--- config.mk ---
export PLATFORM = sky130hd
export DESIGN_NAME = note_scheduler
export DESIGN_NICKNAME = d
export VERILOG_FILES = /design/src/rtl/note_pkg.sv /design/src/rtl/note_lfsr.sv /design/src/rtl/note_scheduler.sv
export SDC_FILE = /design/constraint.sdc
export NUM_CORES = 1
export LEC_CHECK = 0
export CORE_MARGIN = 2
export CORE_UTILIZATION = 25
export DETAILED_ROUTE_END_ITERATION = 8
export PLACE_DENSITY = 0.47
export SETUP_SLACK_MARGIN = 0.02
export SYNTH_ARGS = -nofsm -noshare
export SYNTH_HDL_FRONTEND = slang
export SYNTH_HIERARCHICAL = 1
export SYNTH_SLANG_ARGS = --single-unit
--- constraint.sdc ---
create_clock -name Clk -period 4.45 [get_ports Clk]
set_clock_uncertainty 0.15 [all_clocks]
set_input_delay 0.89 -clock Clk [delete_from_list [all_inputs] [get_ports Clk]]
set_output_delay 0.89 -clock Clk [all_outputs]
set_load 0.01 [all_outputs]
--- src/rtl/note_pkg.sv ---
// Shared types and constants for the falling-note spawn controller.
package note_pkg;

    typedef enum logic [1:0] {
        IDLE = 2'd0,
        GAP  = 2'd1,
        PICK = 2'd2,
        HOLD = 2'd3
    } sched_state_t;

    localparam logic [15:0] LFSR_TAPS = 16'hB400;
    localparam int          LANE_W    = 3;

    typedef logic [LANE_W-1:0] lane_idx_t;

endpackage

--- src/rtl/note_lfsr.sv ---
// 16-bit right-shift Galois LFSR; loads the seed on reset and steps when adv is high.
module note_lfsr
    import note_pkg::*;
(
    input  logic        Clk,
    input  logic        Reset,
    input  logic        adv,
    input  logic [15:0] seed,
    output logic [15:0] value
);

    logic [15:0] lfsr_q;
    logic [15:0] lfsr_d;

    always_comb begin
        lfsr_d = lfsr_q;
        if (adv) begin
            lfsr_d = lfsr_q[0] ? ((lfsr_q >> 1) ^ LFSR_TAPS) : (lfsr_q >> 1);
        end
    end

    always_ff @(posedge Clk) begin
        if (Reset) lfsr_q <= seed;
        else       lfsr_q <= lfsr_d;
    end

    assign value = lfsr_q;

endmodule

--- src/rtl/note_scheduler.sv ---
// Spawn controller: paces note spawns by frame count and picks an idle lane from the LFSR.
//  state | meaning
//  IDLE  | game stopped, no spawn
//  GAP   | counting frames until the next spawn attempt
//  PICK  | one-cycle lane selection against the current LFSR value
//  HOLD  | spawn level held until the sprites see the next frame edge
module note_scheduler
    import note_pkg::*;
#(
    parameter int          NUM_LANES      = 5,
    parameter logic [7:0]  MIN_GAP_FRAMES = 8'd20,
    parameter logic [2:0]  MAX_ACTIVE     = 3'd3,
    parameter logic [15:0] LFSR_SEED      = 16'hACE1
) (
    input  logic                 Clk,
    input  logic                 Reset,
    input  logic                 frame_clk,
    input  logic                 enable,
    input  logic [NUM_LANES-1:0] lane_idle,
    output logic [NUM_LANES-1:0] spawn,
    output logic [15:0]          spawn_count,
    output logic [7:0]           skip_count,
    output logic [15:0]          lfsr_out
);

    localparam logic [LANE_W:0] NL = (LANE_W+1)'(NUM_LANES);

    sched_state_t         state_q, state_d;
    logic [7:0]           gap_cnt_q, gap_cnt_d;
    logic                 fc_d_q, fc_d_d;
    logic                 fe_q, fe_d;
    logic [NUM_LANES-1:0] spawn_q, spawn_d;
    logic [15:0]          spawn_count_q, spawn_count_d;
    logic [7:0]           skip_count_q, skip_count_d;

    logic [15:0]          lfsr_val;
    logic                 lfsr_adv;
    lane_idx_t            fold_c;
    lane_idx_t            pick_lane;
    logic                 found;
    logic [LANE_W:0]      idle_cnt;
    logic [LANE_W:0]      active;

    // Same two-flop edge detector as the sprites, so fe lines up with their edge pulse.
    always_comb begin
        fc_d_d = frame_clk;
        fe_d   = frame_clk & ~fc_d_q;
    end

    assign lfsr_adv = fe_q && (state_q != IDLE) && enable;

    note_lfsr u_lfsr (
        .Clk   (Clk),
        .Reset (Reset),
        .adv   (lfsr_adv),
        .seed  (LFSR_SEED),
        .value (lfsr_val)
    );

    always_comb begin
        logic [LANE_W:0] sum;
        lane_idx_t       idx;
        fold_c = lfsr_val[2:0];
        for (int i = 0; i < 4; i++) begin
            if ({1'b0, fold_c} >= NL) fold_c = fold_c - NL[LANE_W-1:0];
        end
        found     = 1'b0;
        pick_lane = '0;
        sum       = '0;
        idx       = '0;
        // Descending scan so the lane closest to fold_c (in rotation order) wins last.
        for (int k = NUM_LANES - 1; k >= 0; k--) begin
            sum = {1'b0, fold_c} + k[LANE_W:0];
            if (sum >= NL) sum = sum - NL;
            idx = sum[LANE_W-1:0];
            if (lane_idle[idx]) begin
                found     = 1'b1;
                pick_lane = idx;
            end
        end
        idle_cnt = '0;
        for (int i = 0; i < NUM_LANES; i++) begin
            idle_cnt = idle_cnt + (LANE_W+1)'(lane_idle[i]);
        end
        active = NL - idle_cnt;
    end

    always_comb begin
        state_d       = state_q;
        gap_cnt_d     = gap_cnt_q;
        spawn_d       = spawn_q;
        spawn_count_d = spawn_count_q;
        skip_count_d  = skip_count_q;
        if (!enable) begin
            state_d = IDLE;
            spawn_d = '0;
        end else begin
            case (state_q)
                IDLE: begin
                    spawn_d   = '0;
                    state_d   = GAP;
                    gap_cnt_d = MIN_GAP_FRAMES;
                end
                GAP: begin
                    if (fe_q) begin
                        if (gap_cnt_q <= 8'd1) state_d = PICK;
                        else                   gap_cnt_d = gap_cnt_q - 8'd1;
                    end
                end
                PICK: begin
                    if (found && (active < {1'b0, MAX_ACTIVE})) begin
                        state_d            = HOLD;
                        spawn_d            = '0;
                        spawn_d[pick_lane] = 1'b1;
                        spawn_count_d      = spawn_count_q + 16'd1;
                    end else begin
                        state_d   = GAP;
                        gap_cnt_d = 8'd1;
                        if (skip_count_q != 8'hFF) skip_count_d = skip_count_q + 8'd1;
                    end
                end
                HOLD: begin
                    // Next gap uses the LFSR value from before this edge's advance.
                    if (fe_q) begin
                        state_d   = GAP;
                        gap_cnt_d = MIN_GAP_FRAMES + {4'b0, lfsr_val[11:8]};
                        spawn_d   = '0;
                    end
                end
                default: begin
                    state_d = IDLE;
                    spawn_d = '0;
                end
            endcase
        end
    end

    always_ff @(posedge Clk) begin
        if (Reset) begin
            state_q       <= IDLE;
            gap_cnt_q     <= '0;
            fc_d_q        <= 1'b0;
            fe_q          <= 1'b0;
            spawn_q       <= '0;
            spawn_count_q <= '0;
            skip_count_q  <= '0;
        end else begin
            state_q       <= state_d;
            gap_cnt_q     <= gap_cnt_d;
            fc_d_q        <= fc_d_d;
            fe_q          <= fe_d;
            spawn_q       <= spawn_d;
            spawn_count_q <= spawn_count_d;
            skip_count_q  <= skip_count_d;
        end
    end

    assign spawn       = spawn_q;
    assign spawn_count = spawn_count_q;
    assign skip_count  = skip_count_q;
    assign lfsr_out    = lfsr_val;

endmodule

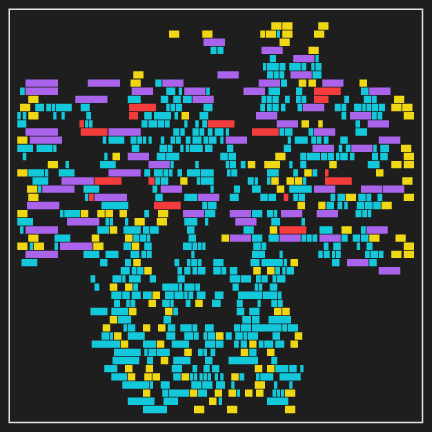
run_1/placement_by_type.png
(3 px per µm)
legend:
  yellow:
    class: other buffers and delay cells
    cells: 127
  purple:
    class: flops
    cells: 57
  cyan:
    class: combinational and other logic
    cells: 448
  red:
    class: clock drivers and dummy loads
    cells: 16

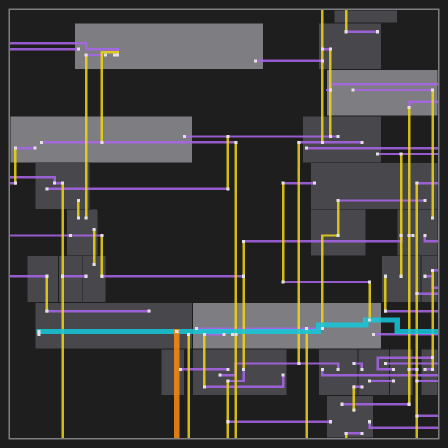
run_1/detail.png
Window x 22 to 47, y 90 to 115 µm. Cells in gray, sequential cells in the stronger gray; small squares are vias.
legend:
  yellow:
    layer: metal 2
  orange:
    layer: metal 4
  purple:
    layer: metal 1
  cyan:
    layer: metal 3
most frequent: edfxtp_1 (3)
cells with their middle in the window: 23
netlist names of flops here include: u_lfsr/value (3), gap_cnt_q (1)
sequential cells in the window: 4

==> run summary, run 1 <==
fresh numbers from the pnr run: status=completed, synthesized-area fraction occupied by ao, oa, aoi and oai cells=0.2591, overall chip area=18830 µm², kind of cell with the highest combined delay on the critical path=simple AND/OR/NAND/NOR gates, number of non-clock inverters in the layout=31, remaining routing DRC violations=0, clock distribution area overhead in the final layout=0.04348, sequential share of power=0.275, total placed cells including tap cells=846, flip-flops=57, first-pass GRT wire length=~21 mm, critical path data required time=between 4000 and 5000 ps, Logic family by area=AND-OR/OR-AND gates, clock insertion delay at the later pin of the skew report=330 ps, fraction of layout cells with a size suffix above 1=0.2423, Detailed Place HPWL=9.628 mm, critical path fanouts, max=13, smallest hold slack=236.4 ps, post-synthesis chip area from yosys=roughly 4400 µm², Adder Area Share=0.07838, clock share of power=0.306, sequential share of cell area=0.2074, highest achievable clock rate=between 200 and 250 MHz, leftover overflow at the end of global routing=0
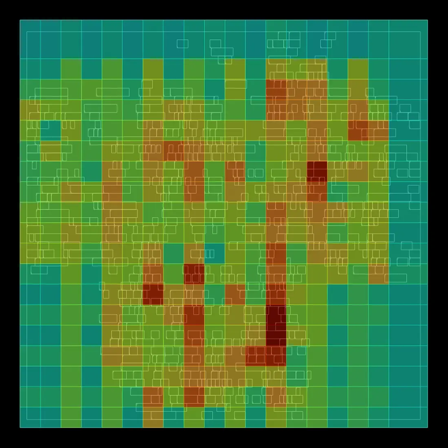
run_1/congestion.png
global-route usage over all layers: 0.1404
layer carrying the most global-route usage: met2
final core utilization: 0.3627
fraction of met1 tracks used by global routing: 0.1829

==> run 2, diff against run 1 <==
PLACE_DENSITY = default   (was 0.47)
PLACE_DENSITY_LB_ADDON = 0.05   (was default)
==> run 2 against run 1 <==
Effect of this change: sequential power hardly changed; first-iteration DRC count is 35% lower; combinational power is about 10% higher.
==> run summary, run 2 <==
fresh numbers from the pnr run: status=completed (unchanged), termination of the worst setup path=spawn_count[7] (was spawn_count[6]), highest achievable clock rate=233.9 MHz (was 233.2 MHz), kind of cell with the highest combined delay on the critical path=simple AND/OR/NAND/NOR gates (unchanged), Synthesis Warnings=6 (unchanged), Setup WS post-layout=174.1 ps (was 162.1 ps), critical path fanouts, max=8 (was 13), area after detailed placement=5946 µm² (was 5766 µm²), Post-CTS Resized=1 (was 3), Logic family by area=AND-OR/OR-AND gates (unchanged), sequence of cells on the critical path=buf_4, or3b_4, a21oi_4, nor2_4, ha_4, ha_4, a21o_1, or3_4, and2_4, o41ai_4, nor4_4, buf_4, and3_4, buf_8, or4_4, a21oi_2 (was buf_4, buf_4, a21o_1, a21oi_4, clkinvlp_4, ha_4, ha_4, a21o_1, or3_4, and2_4, o41ai_4, nor4_4, buf_4, and3_4, buf_8, or4_4, a21oi_1), sequential share of cell area=0.1974 (was 0.2074), clock-pin slew on the worst setup and hold paths=60 ps (about the same), total placed cells including tap cells=870 (was 846), critical path data required time=4570 ps (was 4550 ps), flip-flops=57 (unchanged), LEAKAGE=2.601 nW (was 2.428 nW), overall chip area=18830 µm² (unchanged), total tool warning count=40 (unchanged), area delta synth->final=48.52% (was 41.36%), layer carrying the most global-route usage=met2 (unchanged), post-synthesis chip area from yosys=4438 µm² (unchanged), number of non-clock inverters in the layout=31 (unchanged), sequential share of power=0.251 (was 0.275), clock share of power=0.325 (was 0.306), clock insertion delay at the later pin of the skew report=330 ps (about the same), smallest hold slack=258.0 ps (was 236.4 ps), Detailed Place HPWL=10.31 mm (was 9.628 mm), first-pass GRT wire length=22.02 mm (was 21.21 mm), remaining routing DRC violations=0 (unchanged), leftover overflow at the end of global routing=0 (unchanged), ys cells=511 (unchanged), final core utilization=0.3811 (was 0.3627), clock distribution area overhead in the final layout=0.04803 (was 0.04348), fraction of layout cells with a size suffix above 1=0.2844 (was 0.2423)
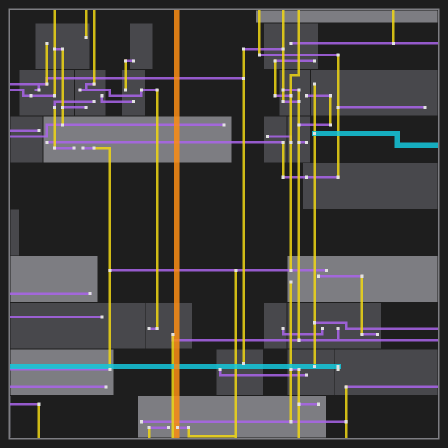
run_2/detail.png
Window x 22 to 47, y 90 to 115 µm. Cells in gray, sequential cells in the stronger gray; small squares are vias.
legend:
  purple:
    layer: metal 1
  yellow:
    layer: metal 2
  orange:
    layer: metal 4
  cyan:
    layer: metal 3
cells with their middle in the window: 23
netlist names of flops here include: u_lfsr/value (4)
most frequent: clkbuf_16 (4), edfxtp_1 (4)
sequential cells in the window: 4

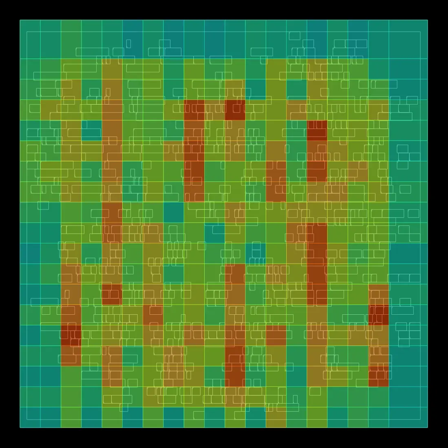
run_2/congestion.png
global-route usage over all layers: 0.1485
met3 usage in global routing: 0.03385
fraction of met1 tracks used by global routing: 0.2069
drt wl/cell: 15.26 µm

Power and IR drop assume default switching activity.
